[src/rtl/rv32i_fetch_pkg.sv]
// Shared types and constants for the RV32I instruction fetch stage.
package rv32i_fetch_pkg;

  localparam int unsigned XLEN      = 32;
  localparam int unsigned PC_STEP   = 4;
  localparam logic [XLEN-1:0] NOP_INSTR = 32'h0000_0013;

  typedef enum logic [1:0] {
    S_IDLE,
    S_REQ,
    S_WAIT
  } fetch_state_t;

  typedef struct packed {
    logic            valid;
    logic [XLEN-1:0] pc;
    logic [XLEN-1:0] instr;
  } if_id_t;

endpackage

[src/rtl/rv32i_fetch_skid_buf.sv]
// One-entry IF/ID skid buffer: catches a fetch response that lands while IF/ID is stalled.
module rv32i_fetch_skid_buf
  import rv32i_fetch_pkg::*;
(
  input  logic   i_clk,
  input  logic   i_rst,
  input  logic   i_push,
  input  logic   i_pop,
  input  logic   i_flush,
  input  if_id_t i_data,
  output if_id_t o_data,
  output logic   o_full
);

  if_id_t data_q;
  logic   full_q;

  always_ff @(posedge i_clk) begin
    if (i_rst || i_flush) begin
      full_q <= 1'b0;
      data_q <= '{valid: 1'b0, pc: '0, instr: NOP_INSTR};
    end else if (i_push) begin
      full_q <= 1'b1;
      data_q <= i_data;
    end else if (i_pop) begin
      full_q <= 1'b0;
    end
  end

  assign o_data = data_q;
  assign o_full = full_q;

endmodule

[src/rtl/rv32i_fetch_unit.sv]
// IF stage: owns the PC, issues single-outstanding fetches and drives the IF/ID register.
// Optional misaligned-redirect trap enabled by defining RV32I_FETCH_MISALIGN_TRAP_EN.
module rv32i_fetch_unit
  import rv32i_fetch_pkg::*;
#(
  parameter int unsigned       WIDTH    = 32,
  parameter logic [WIDTH-1:0]  RESET_PC = 32'h0000_0000
) (
  input  logic             i_clk,
  input  logic             i_rst,
  input  logic             i_stall,
  input  logic             i_pc_sel,
  input  logic [WIDTH-1:0] i_target_pc,
  output logic             o_imem_req,
  output logic [WIDTH-1:0] o_imem_addr,
  input  logic             i_imem_gnt,
  input  logic             i_imem_rvalid,
  input  logic [WIDTH-1:0] i_imem_rdata,
  output logic             o_if_valid,
  output logic [WIDTH-1:0] o_if_pc,
`ifdef RV32I_FETCH_MISALIGN_TRAP_EN
  output logic             o_if_misaligned,
`endif
  output logic [WIDTH-1:0] o_if_instr
);

  fetch_state_t     state_q, state_d;
  logic [WIDTH-1:0] pc_q, pc_d, req_pc_q, req_pc_d, target;
  logic             discard_q, discard_d, park_q, park_d;
  logic             resp, deliver, push, pop, full_next, skid_full;
  logic             req, accept, outstanding, misalign;
  if_id_t           ifid_q, ifid_d, skid_in, skid_out;

`ifdef RV32I_FETCH_MISALIGN_TRAP_EN
  assign target   = i_target_pc;
  assign misalign = i_pc_sel && (i_target_pc[1:0] != 2'b00);
`else
  assign target   = i_target_pc & ~WIDTH'(3);
  assign misalign = 1'b0;
`endif

  assign resp      = i_imem_rvalid && (state_q == S_WAIT);
  assign deliver   = resp && !discard_q && !i_pc_sel;
  assign pop       = !i_pc_sel && !i_stall && skid_full;
  assign push      = deliver && (i_stall || skid_full);
  assign full_next = !i_pc_sel && (push || (skid_full && !pop));
  assign skid_in   = '{valid: 1'b1, pc: req_pc_q, instr: i_imem_rdata};

  rv32i_fetch_skid_buf u_skid (
    .i_clk  (i_clk),
    .i_rst  (i_rst),
    .i_push (push),
    .i_pop  (pop),
    .i_flush(i_pc_sel),
    .i_data (skid_in),
    .o_data (skid_out),
    .o_full (skid_full)
  );

  always_comb begin
    state_d     = state_q;
    pc_d        = pc_q;
    req_pc_d    = req_pc_q;
    discard_d   = discard_q;
    park_d      = park_q;
    req         = 1'b0;
    outstanding = 1'b0;
    unique case (state_q)
      S_IDLE: begin
        if (discard_q && i_imem_rvalid) discard_d = 1'b0;
        if (!park_q) state_d = S_REQ;
      end
      S_REQ:  req = !full_next;
      S_WAIT: begin
        // The response cycle may launch the next fetch so 1-cycle memory streams.
        if (i_imem_rvalid) begin
          discard_d = 1'b0;
          req       = deliver && !full_next;
          state_d   = S_REQ;
        end
      end
      default: state_d = S_IDLE;
    endcase
    accept = req && i_imem_gnt;
    if (accept) begin
      req_pc_d = pc_q;
      pc_d     = pc_q + WIDTH'(PC_STEP);
      state_d  = S_WAIT;
    end
    if (i_pc_sel) begin
      // Anything still in flight after this edge belongs to the wrong path.
      outstanding = accept
                 || ((state_q == S_WAIT) && !i_imem_rvalid)
                 || ((state_q == S_IDLE) && discard_q && !i_imem_rvalid);
      pc_d      = target;
      discard_d = outstanding;
      park_d    = misalign;
      if (misalign)         state_d = S_IDLE;
      else if (outstanding) state_d = S_WAIT;
      else                  state_d = S_REQ;
    end
  end

  always_comb begin
    ifid_d = ifid_q;
    if (i_pc_sel) begin
      if (misalign) ifid_d = '{valid: 1'b1, pc: target, instr: NOP_INSTR};
      else          ifid_d = '{valid: 1'b0, pc: ifid_q.pc, instr: NOP_INSTR};
    end else if (!i_stall) begin
      if (skid_full)    ifid_d = skid_out;
      else if (deliver) ifid_d = skid_in;
      else              ifid_d = '{valid: 1'b0, pc: ifid_q.pc, instr: NOP_INSTR};
    end
  end

  always_ff @(posedge i_clk) begin
    if (i_rst) begin
      state_q   <= S_IDLE;
      pc_q      <= RESET_PC;
      req_pc_q  <= '0;
      discard_q <= 1'b0;
      park_q    <= 1'b0;
      ifid_q    <= '{valid: 1'b0, pc: '0, instr: NOP_INSTR};
    end else begin
      state_q   <= state_d;
      pc_q      <= pc_d;
      req_pc_q  <= req_pc_d;
      discard_q <= discard_d;
      park_q    <= park_d;
      ifid_q    <= ifid_d;
    end
  end

`ifdef RV32I_FETCH_MISALIGN_TRAP_EN
  logic mis_q;

  always_ff @(posedge i_clk) begin
    if (i_rst)         mis_q <= 1'b0;
    else if (i_pc_sel) mis_q <= misalign;
    else if (!i_stall) mis_q <= 1'b0;
  end

  assign o_if_misaligned = mis_q;
`endif

  assign o_imem_req  = req;
  assign o_imem_addr = pc_q;
  assign o_if_valid  = ifid_q.valid;
  assign o_if_pc     = ifid_q.pc;
  assign o_if_instr  = ifid_q.instr;

endmodule
[config.mk]
export PLATFORM = sky130hd
export DESIGN_NAME = rv32i_fetch_unit
export DESIGN_NICKNAME = d
export VERILOG_FILES = /design/src/rtl/rv32i_fetch_pkg.sv /design/src/rtl/rv32i_fetch_skid_buf.sv /design/src/rtl/rv32i_fetch_unit.sv
export SDC_FILE = /design/constraint.sdc
export NUM_CORES = 1
export LEC_CHECK = 0
export CORE_MARGIN = 2
export CORE_UTILIZATION = 45
export DETAILED_ROUTE_END_ITERATION = 10
export GPL_ROUTABILITY_DRIVEN = 1
export GPL_TIMING_DRIVEN = 0
export MAX_ROUTING_LAYER = met4
export PLACE_DENSITY = 0.72
export SLEW_MARGIN = 20
export SYNTH_ARGS = -nofsm -noshare
export SYNTH_HDL_FRONTEND = slang
export SYNTH_SLANG_ARGS = --single-unit
[constraint.sdc]
create_clock -name i_clk -period 3.6 [get_ports i_clk]
set_input_delay 0.36 -clock i_clk [delete_from_list [all_inputs] [get_ports i_clk]]
set_output_delay 0.36 -clock i_clk [all_outputs]
set_load 0.1 [all_outputs]
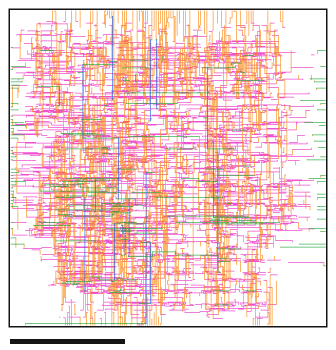
(wiring by layer)
The bar under the picture is 50 um long.
| layer | color | wire length |
|---|---|---|
| M2 | orange | 11100 um |
| M1 | magenta | 11000 um |
| M4 | blue | 506 um |
| M3 | green | 1380 um |

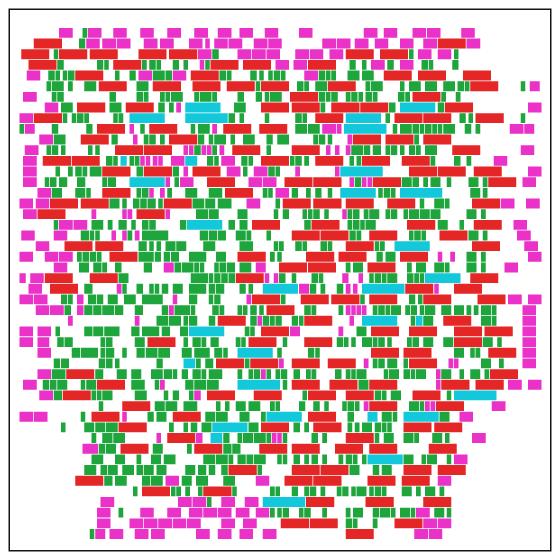
(placement by cell class)
| class | color | cells | share of their area |
|---|---|---|---|
| remaining buffers and delay cells | magenta | 247 | 19% |
| remaining logic cells | green | 721 | 37% |
| clock drivers and dummy loads | cyan | 31 | 6.8% |
| registers | red | 190 | 37% |
Final Instance Area: 10600 um2
# rows: 48
Core Box Area: 17400 um2

==> flow_summary.json <==
{
  "htreeDepth": 4,
  "antenna_cells": 0,
  "clock_latency_ns": 0.44,
  "clockBufferDepth": 2,
  "ys.flops": 190,
  "numCtsBuffers": 17,
  "synth_stat.cells": 996,
  "grt_most_used_layer": "met2",
  "final_layout_size_suffix_gt1_share_pct": 4.54,
  "grt_pass1_vias": 7154,
  "viasPerCell": 5.70,
  "cts-resized-gates": 1,
  "syn_inst": 996,
  "grt_util_met3_pct": 3.75,
  "gr-usage-all-layers_pct": 26.0,
  "globalRouteOverflowTotal": 0,
  "start_kind": "register",
  "hold_depth": 3,
  "edf_count": 0,
  "regToRegStartpoint": "state_q[0]$_SDFFE_PP0P_",
  "max-cap-violations": 0,
  "clk_pin_slew_worst_paths_ns": 0.07,
  "fmax_mhz": 298,
  "syn_area_um2": 8050,
  "grt_max_degree": 17,
  "die_y_um": 138,
  "period_minus_slack_ns": 3.36,
  "grt_use_met2_pct": 39.4,
  "r2r-end": "o_if_pc[31]$_SDFFE_PP0P_",
  "met1_length_um": 11000,
  "largest_register_ffs": 63,
  "ys_area_um2": 8050,
  "async_reset_ff_share_pct": 0,
  "cts_num_sinks": 190,
  "cts-root-buf": "clkbuf_16",
  "nNetsFinal": 1251,
  "syn_area_per_cell_um2": 8.08,
  "die-area_um2": 19000,
  "skew_ns": 0.0129,
  "dr.pass1.iters": 5,
  "worst_pin_slew_ns": 1.16,
  "cts_setup_buffers": 0,
  "wl_met2_um": 11100,
  "ys_warn_count": 0,
  "hold_viol_final": 0,
  "postCtsHoldBufs": 0,
  "area_growth_pct": 32.2,
  "fp-utilization_pct": 46.2,
  "min_to": "o_imem_addr[3]$_SDFFE_PP0P_",
  "p_per_area_nw_per_um2": 506,
  "dr.max_layer_used": "met4",
  "worstSetupEndpointType": "output port",
  "finalMaxSlewViolations": 0,
  "ff_type": "dfxtp_1",
  "setup_viol": 0,
  "drt_iter0_drc": 809,
  "finalClockPeriodUsage_pct": 93.2,
  "vias": 8057,
  "drc": 0,
  "crit_type": "reg2out",
  "grt_pass1_wl_um": 37600,
  "final_cell_mix": "213 x nand2_1, 190 x dfxtp_1, 158 x clkdlybuf4s50_1, 103 x a21oi_1, 86 x nor2_1",
  "cp_max_fo": 8,
  "drtAntennaViolNets": 0,
  "worst_ep_required_time_ns": 3.24,
  "hp-class": "in2reg",
  "warning_count": 30,
  "die_w_um": 138,
  "cts_tree": "yes",
  "cp.arrival_ns": 3.00,
  "slew_headroom_pct": 22.0,
  "lay_top_count": "nand2_1",
  "postSynthSeqShare_pct": 47.2,
  "wl_um": 23900,
  "use_met1_pct": 35.8,
  "fin_tns_setup_ns": 0,
  "antenna_found_initial": 0,
  "wl_per_cell_um": 16.9,
  "vdd_drop_max_uv": 421,
  "ys_types": 58,
  "reg2reg_depth": 8,
  "holdCritStartpoint": "i_imem_gnt",
  "setup.worst_path.end": "o_imem_req",
  "rsz0062_at_grt": "false",
  "worstSetupStartpoint": "state_q[0]$_SDFFE_PP0P_",
  "r2r_setup_slack_ns": 0.62,
  "leakage_nw": 3.40,
  "ios": 168,
  "fillers": 1604,
  "gp_congestion": 0.894,
  "portBuffers": 159,
  "met3_length_um": 1380,
  "placed_cell_area_um2": 9940,
  "outcome": "finished, final reports clean",
  "place_hpwl_um": 17400
}
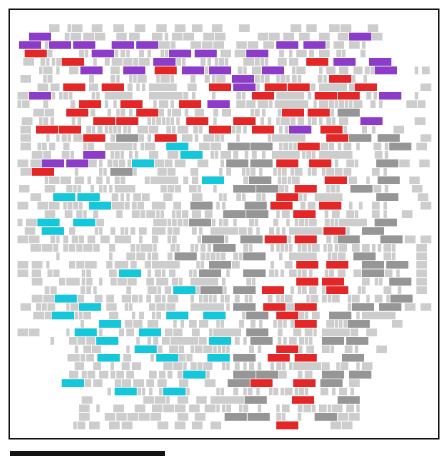
(register map, names as in the netlist)
The bar under the picture is 50 um long. Other sequential cells in the stronger gray, the rest of the logic in the fainter gray.
| netlist name | color | sequential cells |
|---|---|---|
| o_imem_addr | cyan | 30 |
| o_if_instr | purple | 32 |
| u_skid.o_data | red | 63 |
not colored: 65

[cell usage after synthesis, types with 2 or more instances]
| cell type | instances | share of area [%] |
|---|---|---|
| o21ai_0 | 7 | 0.44 |
| nand2_1 | 213 | 9.9 |
| and2_1 | 2 | 0.16 |
| buf_2 | 6 | 0.37 |
| a21o_1 | 2 | 0.19 |
| inv_1 | 16 | 0.75 |
| nor4_1 | 9 | 0.70 |
| a221o_1 | 2 | 0.25 |
| and3_1 | 5 | 0.39 |
| nor3_2 | 2 | 0.25 |
| ha_1 | 4 | 0.62 |
| a21oi_1 | 103 | 6.4 |
| a311oi_1 | 14 | 1.5 |
| nor3b_1 | 5 | 0.47 |
| or4_1 | 13 | 1.2 |
| or3_1 | 5 | 0.39 |
| a221oi_1 | 29 | 3.2 |
| dfxtp_1 | 190 | 47 |
| o211ai_1 | 5 | 0.47 |
| nand3_1 | 22 | 1.4 |
| o31ai_1 | 11 | 1.0 |
| nand4_1 | 13 | 1.0 |
| a22o_1 | 2 | 0.22 |
| nor2_1 | 86 | 4.0 |
| o21ai_1 | 2 | 0.12 |
| nor2b_1 | 3 | 0.23 |
| a32oi_1 | 2 | 0.22 |
| nor3_1 | 36 | 2.2 |
| o311ai_1 | 2 | 0.22 |
| buf_4 | 8 | 0.75 |
| buf_1 | 2 | 0.093 |
| o22ai_1 | 4 | 0.31 |
| a31oi_1 | 7 | 0.54 |
| a22oi_1 | 32 | 3.0 |
| and4_1 | 3 | 0.33 |
| o31a_1 | 5 | 0.54 |
| a211oi_1 | 32 | 3.0 |
| o41a_1 | 2 | 0.28 |
| clkbuf_1 | 71 | 3.3 |
[kinds of logic (layout without fill, tap and decap cells)]
group / Yosys count / in the layout / synth area share, %
and+or+nand+nor: 425 / 425 / 23.7
AOI/OAI and AO/OA: 269 / 269 / 22.7
DFF: 190 / 190 / 47.2
buffers and inverters: 104 / 294 / 5.41
adders and majority gates: 4 / 4 / 0.622
xor gates and xnor gates: 2 / 2 / 0.218
other: 1 / 4 / 0.0466
muxes: 1 / 1 / 0.124
[per-stage QoR]
step	utilization (%)	worst slack [ns]	total power [mW]	hold slack (ns)	std cells
3_3_place_gp	57.0	0.115	3.14	0.441	1383
5_1_grt	61.1	0.105	5.54	0.342	1414
2_1_floorplan	-	0.816	2.87	0.436	999
4_1_cts	61.1	0.260	5.40	0.315	1414
6_report	61.1	0.243	5.38	0.327	1414
3_5_place_dp	57.0	0.115	3.14	0.449	1383
[cell type report]
cell class,count,area [um2],area share (%)
multi-input cells,705,3820,35.9
flip-flops and latches,190,3800,35.7
repair buffers,159,1590,14.9
clock buffers,17,425,4.00
plain buffers,88,375,3.53
clock inverters,14,284,2.67
well taps,225,282,2.64
inverters,16,60.1,0.564
[where the power goes]
part,internal (mW),switching [mW]
combinational,0.250,0.619
clock,1.44,0.836
sequential,2.16,0.0753
[critical path, stage by stage (launching register included)]
cell and delay (ns):
dfxtp_1 0.37, inv_1 0.08, ha_1 0.25, and3b_1 0.19
buf_4 0.16, nor3b_4 0.32, nor3_2 0.16, inv_1 0.15
dlygate4sd2_1 0.88
Power is estimated from default activity; no workload was simulated.
